==> src/rtl/bus_arbiter_if.sv <==
// Bundle of the fetch port, data port and external bus pins shared by the
// arbiter and its clients. The arbiter sits on the master modport; the CPU
// ports and bus model sit on the slave modport.
interface bus_arbiter_if;
  logic       f_req;
  logic [7:0] f_addr;
  logic       f_ack;
  logic       d_req;
  logic       d_we;
  logic [7:0] d_addr;
  logic [7:0] d_wdata;
  logic       d_ack;
  logic [7:0] rdata;
  logic [7:0] bus_in;
  logic [7:0] bus_out;
  logic       rom_ram;
  logic       addr_data;
  logic       bus_we;
  logic       busy;

  modport master (
    input  f_req, f_addr, d_req, d_we, d_addr, d_wdata, bus_in,
    output f_ack, d_ack, rdata, bus_out, rom_ram, addr_data, bus_we, busy
  );

  modport slave (
    output f_req, f_addr, d_req, d_we, d_addr, d_wdata, bus_in,
    input  f_ack, d_ack, rdata, bus_out, rom_ram, addr_data, bus_we, busy
  );
endinterface

==> src/rtl/bus_arbiter.sv <==
// Round-robin arbiter and phase sequencer for the shared 8-bit memory bus.
// Each granted request runs ADDR, WAIT_CYCLES wait states, DATA, then one
// ack/turnaround cycle in IDLE during which new requests are ignored.
module bus_arbiter #(
  parameter int unsigned WAIT_CYCLES = 1
) (
  input logic           clk,
  input logic           reset,
  bus_arbiter_if.master bus
);

  typedef enum logic [1:0] {IDLE, ADDR, WAIT, DATA} state_t;

  localparam logic [3:0] WAIT_LOAD = 4'(WAIT_CYCLES);

  state_t     state;
  logic       last_grant;
  logic [3:0] wait_cnt;
  logic [7:0] lat_addr;
  logic [7:0] lat_wdata;
  logic       lat_we;
  logic       grant_data;

  // Data wins if it is the only requester, or on a tie when fetch went last.
  assign grant_data = bus.d_req && (!bus.f_req || !last_grant);

  // Single sequencer: all bus outputs are registered alongside the state.
  always_ff @(posedge clk or negedge reset) begin
    if (!reset) begin
      state         <= IDLE;
      last_grant    <= 1'b1;
      wait_cnt      <= 4'd0;
      lat_addr      <= 8'd0;
      lat_wdata     <= 8'd0;
      lat_we        <= 1'b0;
      bus.f_ack     <= 1'b0;
      bus.d_ack     <= 1'b0;
      bus.rdata     <= 8'd0;
      bus.bus_out   <= 8'd0;
      bus.rom_ram   <= 1'b0;
      bus.addr_data <= 1'b0;
      bus.bus_we    <= 1'b0;
      bus.busy      <= 1'b0;
    end else begin
      case (state)
        IDLE: begin
          bus.f_ack     <= 1'b0;
          bus.d_ack     <= 1'b0;
          bus.bus_out   <= 8'd0;
          bus.addr_data <= 1'b0;
          bus.bus_we    <= 1'b0;
          bus.busy      <= 1'b0;
          if (!bus.f_ack && !bus.d_ack && (bus.f_req || bus.d_req)) begin
            state         <= ADDR;
            last_grant    <= grant_data;
            lat_addr      <= grant_data ? bus.d_addr : bus.f_addr;
            lat_we        <= grant_data && bus.d_we;
            lat_wdata     <= bus.d_wdata;
            bus.rom_ram   <= grant_data;
            bus.bus_out   <= grant_data ? bus.d_addr : bus.f_addr;
            bus.addr_data <= 1'b1;
            bus.busy      <= 1'b1;
          end
        end
        ADDR: begin
          bus.addr_data <= 1'b0;
          if (WAIT_CYCLES > 0) begin
            state    <= WAIT;
            wait_cnt <= WAIT_LOAD;
          end else begin
            state      <= DATA;
            bus.bus_we <= lat_we;
            if (lat_we) bus.bus_out <= lat_wdata;
          end
        end
        WAIT: begin
          wait_cnt <= wait_cnt - 4'd1;
          if (wait_cnt == 4'd1) begin
            state      <= DATA;
            bus.bus_we <= lat_we;
            if (lat_we) bus.bus_out <= lat_wdata;
          end
        end
        DATA: begin
          state       <= IDLE;
          bus.bus_out <= 8'd0;
          bus.bus_we  <= 1'b0;
          bus.busy    <= 1'b0;
          bus.f_ack   <= !bus.rom_ram;
          bus.d_ack   <= bus.rom_ram;
          if (!lat_we) bus.rdata <= bus.bus_in;
        end
        default: state <= IDLE;
      endcase
    end
  end

endmodule

==> src/flat_wrapper.sv <==
// flat-port wrapper written by rule: the top's interface ports become plain ports
module bus_arbiter_flat 
#(
  parameter int unsigned WAIT_CYCLES = 1
)
  (clk, reset, bus_f_req, bus_f_addr, bus_d_req, bus_d_we, bus_d_addr, bus_d_wdata, bus_bus_in, bus_f_ack, bus_d_ack, bus_rdata, bus_bus_out, bus_rom_ram, bus_addr_data, bus_bus_we, bus_busy);
  bus_arbiter_if bus_i ();
  input logic clk;
  input logic reset;
  input wire logic [$bits(bus_i.f_req)-1:0] bus_f_req;
  input wire logic [$bits(bus_i.f_addr)-1:0] bus_f_addr;
  input wire logic [$bits(bus_i.d_req)-1:0] bus_d_req;
  input wire logic [$bits(bus_i.d_we)-1:0] bus_d_we;
  input wire logic [$bits(bus_i.d_addr)-1:0] bus_d_addr;
  input wire logic [$bits(bus_i.d_wdata)-1:0] bus_d_wdata;
  input wire logic [$bits(bus_i.bus_in)-1:0] bus_bus_in;
  output wire logic [$bits(bus_i.f_ack)-1:0] bus_f_ack;
  output wire logic [$bits(bus_i.d_ack)-1:0] bus_d_ack;
  output wire logic [$bits(bus_i.rdata)-1:0] bus_rdata;
  output wire logic [$bits(bus_i.bus_out)-1:0] bus_bus_out;
  output wire logic [$bits(bus_i.rom_ram)-1:0] bus_rom_ram;
  output wire logic [$bits(bus_i.addr_data)-1:0] bus_addr_data;
  output wire logic [$bits(bus_i.bus_we)-1:0] bus_bus_we;
  output wire logic [$bits(bus_i.busy)-1:0] bus_busy;
  assign bus_i.f_req = bus_f_req;
  assign bus_i.f_addr = bus_f_addr;
  assign bus_i.d_req = bus_d_req;
  assign bus_i.d_we = bus_d_we;
  assign bus_i.d_addr = bus_d_addr;
  assign bus_i.d_wdata = bus_d_wdata;
  assign bus_i.bus_in = bus_bus_in;
  assign bus_f_ack = bus_i.f_ack;
  assign bus_d_ack = bus_i.d_ack;
  assign bus_rdata = bus_i.rdata;
  assign bus_bus_out = bus_i.bus_out;
  assign bus_rom_ram = bus_i.rom_ram;
  assign bus_addr_data = bus_i.addr_data;
  assign bus_bus_we = bus_i.bus_we;
  assign bus_busy = bus_i.busy;
  bus_arbiter #(.WAIT_CYCLES(WAIT_CYCLES)) u_core (.clk(clk), .reset(reset), .bus(bus_i));
endmodule
==> config.mk <==
export PLATFORM = sky130hd
export DESIGN_NAME = bus_arbiter_flat
export DESIGN_NICKNAME = d
export VERILOG_FILES = /design/src/rtl/bus_arbiter_if.sv /design/src/rtl/bus_arbiter.sv /design/src/flat_wrapper.sv
export SDC_FILE = /design/constraint.sdc
export NUM_CORES = 1
export LEC_CHECK = 0
export ABC_AREA = 1
export CAP_MARGIN = 20
export CORE_MARGIN = 2
export CORE_UTILIZATION = 43
export CTS_BUF_LIST = sky130_fd_sc_hd__clkbuf_4 sky130_fd_sc_hd__clkbuf_8 sky130_fd_sc_hd__clkbuf_16
export CTS_CLUSTER_DIAMETER = 200
export DETAILED_ROUTE_END_ITERATION = 10
export PLACE_DENSITY = 0.78
export REMOVE_ABC_BUFFERS = 1
export SYNTH_ARGS = -nofsm -noshare
export SYNTH_HDL_FRONTEND = slang
export SYNTH_SLANG_ARGS = --single-unit
export TNS_END_PERCENT = 1
==> constraint.sdc <==
create_clock -name clk -period 2.05 [get_ports clk]
set_input_delay 0.5125 -clock clk [delete_from_list [all_inputs] [get_ports clk]]
set_output_delay 0.5125 -clock clk [all_outputs]
set_load 0.01 [all_outputs]
==> results.yml, run 1 <==
# implementation run metrics
critical_path:
  r2r-start: "u_core.state[0]"
  cp-end-kind: "output pin"
  startpoint_type: "flip-flop"
  critical_path.max_fanout: 3
final_layout:
  design.seq.count: 38
  area_share_nonclk_buffers_pct: 23.36
grt:
  antenna_found_initial: 0
clock_tree:
  cts_hold_buffers: 0
  cts_resized: 0
  clkLatencyLatePin_ns: 0.31
die:
  fp.dieH_um: 69.98
  fp_util_pct: 45.81
  core_area_sq_um: 4086
drt:
  ant_nets: 0
  highest_layer: "met4"
  dr_wl_met3_um: 240
sta:
  drv_slew: 0
  fin_worst_skew_ns: 0.007679
pwr:
  power_frac_comb_pct: 50.9
  power.density_nw_per_um2: 1651
logic_synthesis:
  synthMuxAreaShare_pct: 4.813
  flop_cell: "dfrtp_1"
  async_flop_share_pct: 100.0
  synthAdderAreaFrac_pct: 4.679
  synth_seq_share_pct: 50.87
placed_design:
  place_congestion: 0.8635
  place_inst: 319
worst_hold_path:
  hold_path_class: "in -> async"
status:
  status: "complete, no violations"
flow_run:
  drv_cap: 0
==> run 1: worst min path at each step <==
stage,startpoint,endpoint,slack [ns],cells past startpoint
floorplan,reset,u_core.bus.addr_data,0.22,0
global route,reset,u_core.bus.bus_out[3],0.15,1
CTS,reset,u_core.bus.bus_out[3],0.13,1
finish,reset,u_core.bus.bus_out[3],0.12,1
global placement,reset,u_core.bus.bus_out[3],0.46,1
detailed placement,reset,u_core.bus.bus_out[3],0.45,1
==> run 1: cell families (layout without fill, tap and decap cells) <==
kind of cell	Yosys count	in the layout
AOI/OAI and AO/OA	34	34
adders and majority gates	7	7
buffers and inverters	20	85
DFF	38	38
muxes	8	8
and+or+nand+nor	105	105
### Met1 routing, run 1

Supply wires on this layer in gray.
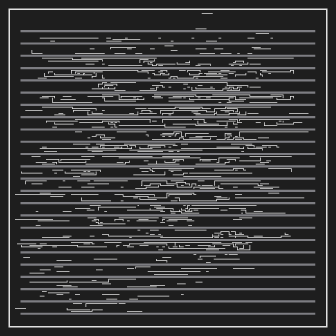
The wires run mostly horizontal. 267 nets have wire on it. The layer holds 45% of the routed length. The layer carries 1,950 um of wire.

### Met2 routing, run 1

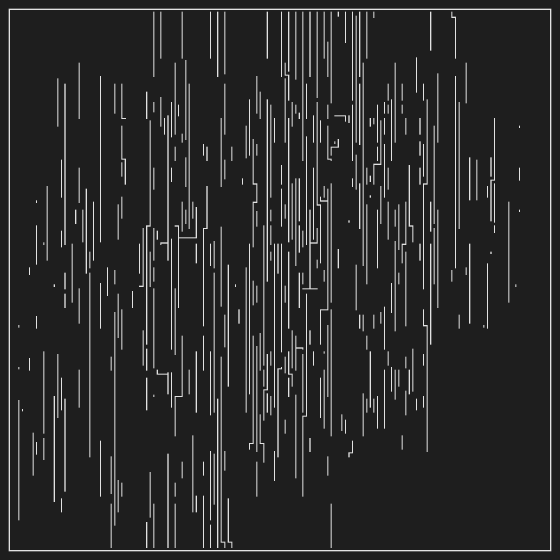
The longest straight run is 27.5 um. The wires run mostly vertical. The layer holds 48% of the routed length.

### Metal 3, run 1

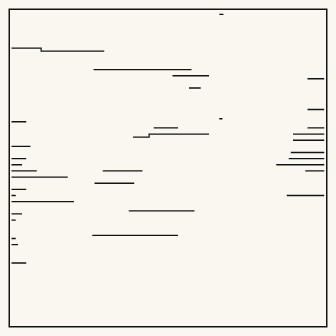
The layer carries 240 um of wire. The wires run mostly horizontal. The layer holds 5.5% of the routed length. The longest straight run is 21.4 um.

### Clock routing, run 1

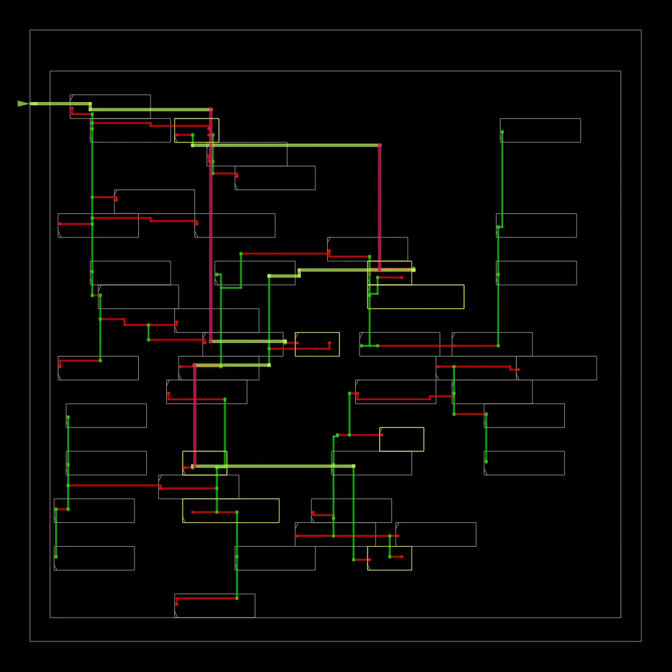

==> run 2, diff against run 1 <==
--- a/config.mk
+++ b/config.mk
@@ -8,12 +8,13 @@
 export ABC_AREA = 1
 export CAP_MARGIN = 20
 export CORE_MARGIN = 2
-export CORE_UTILIZATION = 43
+export CORE_UTILIZATION = 46
 export CTS_BUF_LIST = sky130_fd_sc_hd__clkbuf_4 sky130_fd_sc_hd__clkbuf_8 sky130_fd_sc_hd__clkbuf_16
-export CTS_CLUSTER_DIAMETER = 200
+export CTS_CLUSTER_DIAMETER = 60
 export DETAILED_ROUTE_END_ITERATION = 10
-export PLACE_DENSITY = 0.78
+export PLACE_DENSITY = 0.82
 export REMOVE_ABC_BUFFERS = 1
+export SLEW_MARGIN = 0
 export SYNTH_ARGS = -nofsm -noshare
 export SYNTH_HDL_FRONTEND = slang
 export SYNTH_SLANG_ARGS = --single-unit
### Clock routing, run 2

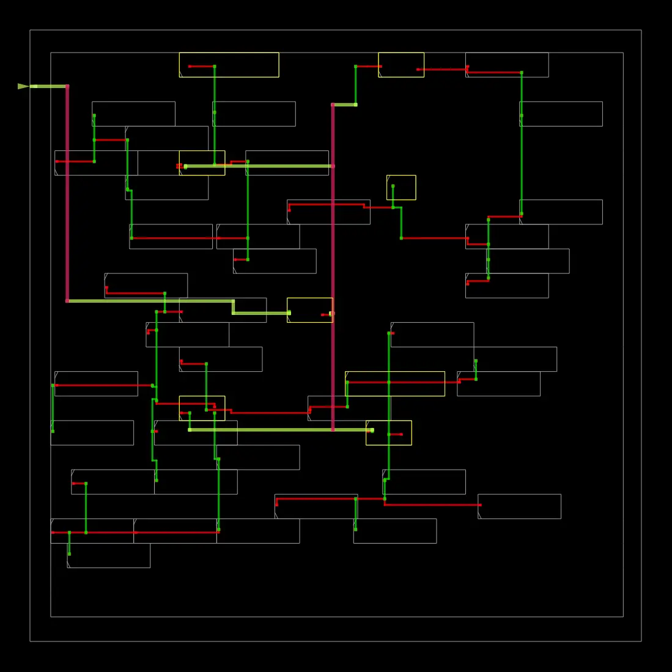
final setup skew: 0.007372 ns
# clk buffers: 5

### Routed metal per tile, run 2

The bar under the picture is 20 um long. 14 x 14 tiles, from dark purple (low) to yellow (high), scaled to the fullest tile. Values are wire area over tile area, all layers added.
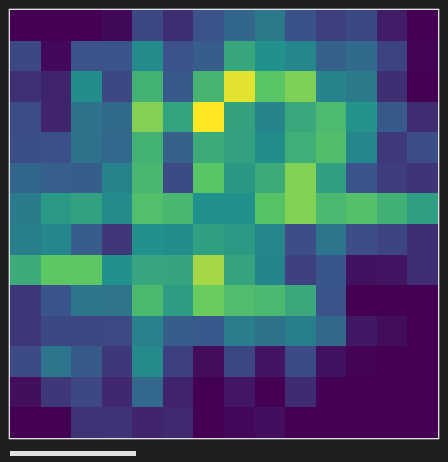
14% of the tiles are nearly empty. 27% of the tiles are over half the peak. The emptiest ninth of the die: bottom right.

==> run 2 against run 1 <==
Synthesized area did not move. Final area fell by 1.2%. Cell count fell by 0.61%. Largest cell class unchanged. Largest power group unchanged.
==> results.yml, run 2 <==
# implementation run metrics
logic_synthesis:
  async_flop_share_pct: 100.0
  synthMuxAreaShare_pct: 4.813
  yosys_register_bits: 38
  flop_cell: "dfrtp_1"
  synthAdderAreaFrac_pct: 4.679
  synth_seq_share_pct: 50.87
critical_path:
  arrival_ns: 2.03
  cp-end-kind: "flip-flop"
  critical_path.max_fanout: 18
  startpoint_type: "flip-flop"
  r2r-start: "u_core.state[0]"
clock_tree:
  cts_resized: 0
  cts_hold_buffers: 0
  clkLatencyLatePin_ns: 0.29
final_layout:
  design.seq.count: 38
  area_share_nonclk_buffers_pct: 22.59
die:
  fp.dieH_um: 67.79
  fp_util_pct: 47.13
  dieArea_sq_um: 4595
status:
  status: "complete, no violations"
grt:
  antenna_found_initial: 0
sta:
  drv_slew: 0
pwr:
  power_frac_comb_pct: 51.0
worst_hold_path:
  hold_path_class: "in -> async"
### Met1 routing, run 2

Supply wires on this layer in gray.
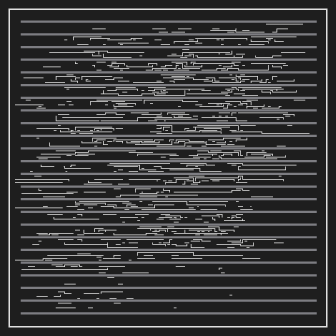
268 nets have wire on it. The layer carries 1,880 um of wire.

[run 2: cell counts after synthesis]
No cell type changed its count.
[run 2: per-layer routing]
metal  GRT usage (%)  wire length (um)  up-vias
met3           6.000               250        6
met2           31.50              1947       45
met5               0                 0        -
met4           6.000                59        0
li1                -                 -      810
met1           25.35              1877      745
[run 2: through the flow]
step / hold WS, ns / cell area, sq um / setup slack (ns) / instances
floorplan: 0.2169 / 1823 / 0.5356 / 207
global placement: 0.4721 / 2476 / 0.2032 / 317
detailed placement: 0.4667 / 2476 / 0.1820 / 317
CTS: 0.2708 / 2614 / 0.1971 / 325
global route: 0.2886 / 2614 / 0.04064 / 325
finish: 0.2578 / 2614 / 0.1885 / 325
Power figures rest on the tool's default switching activity, not on a simulated workload.
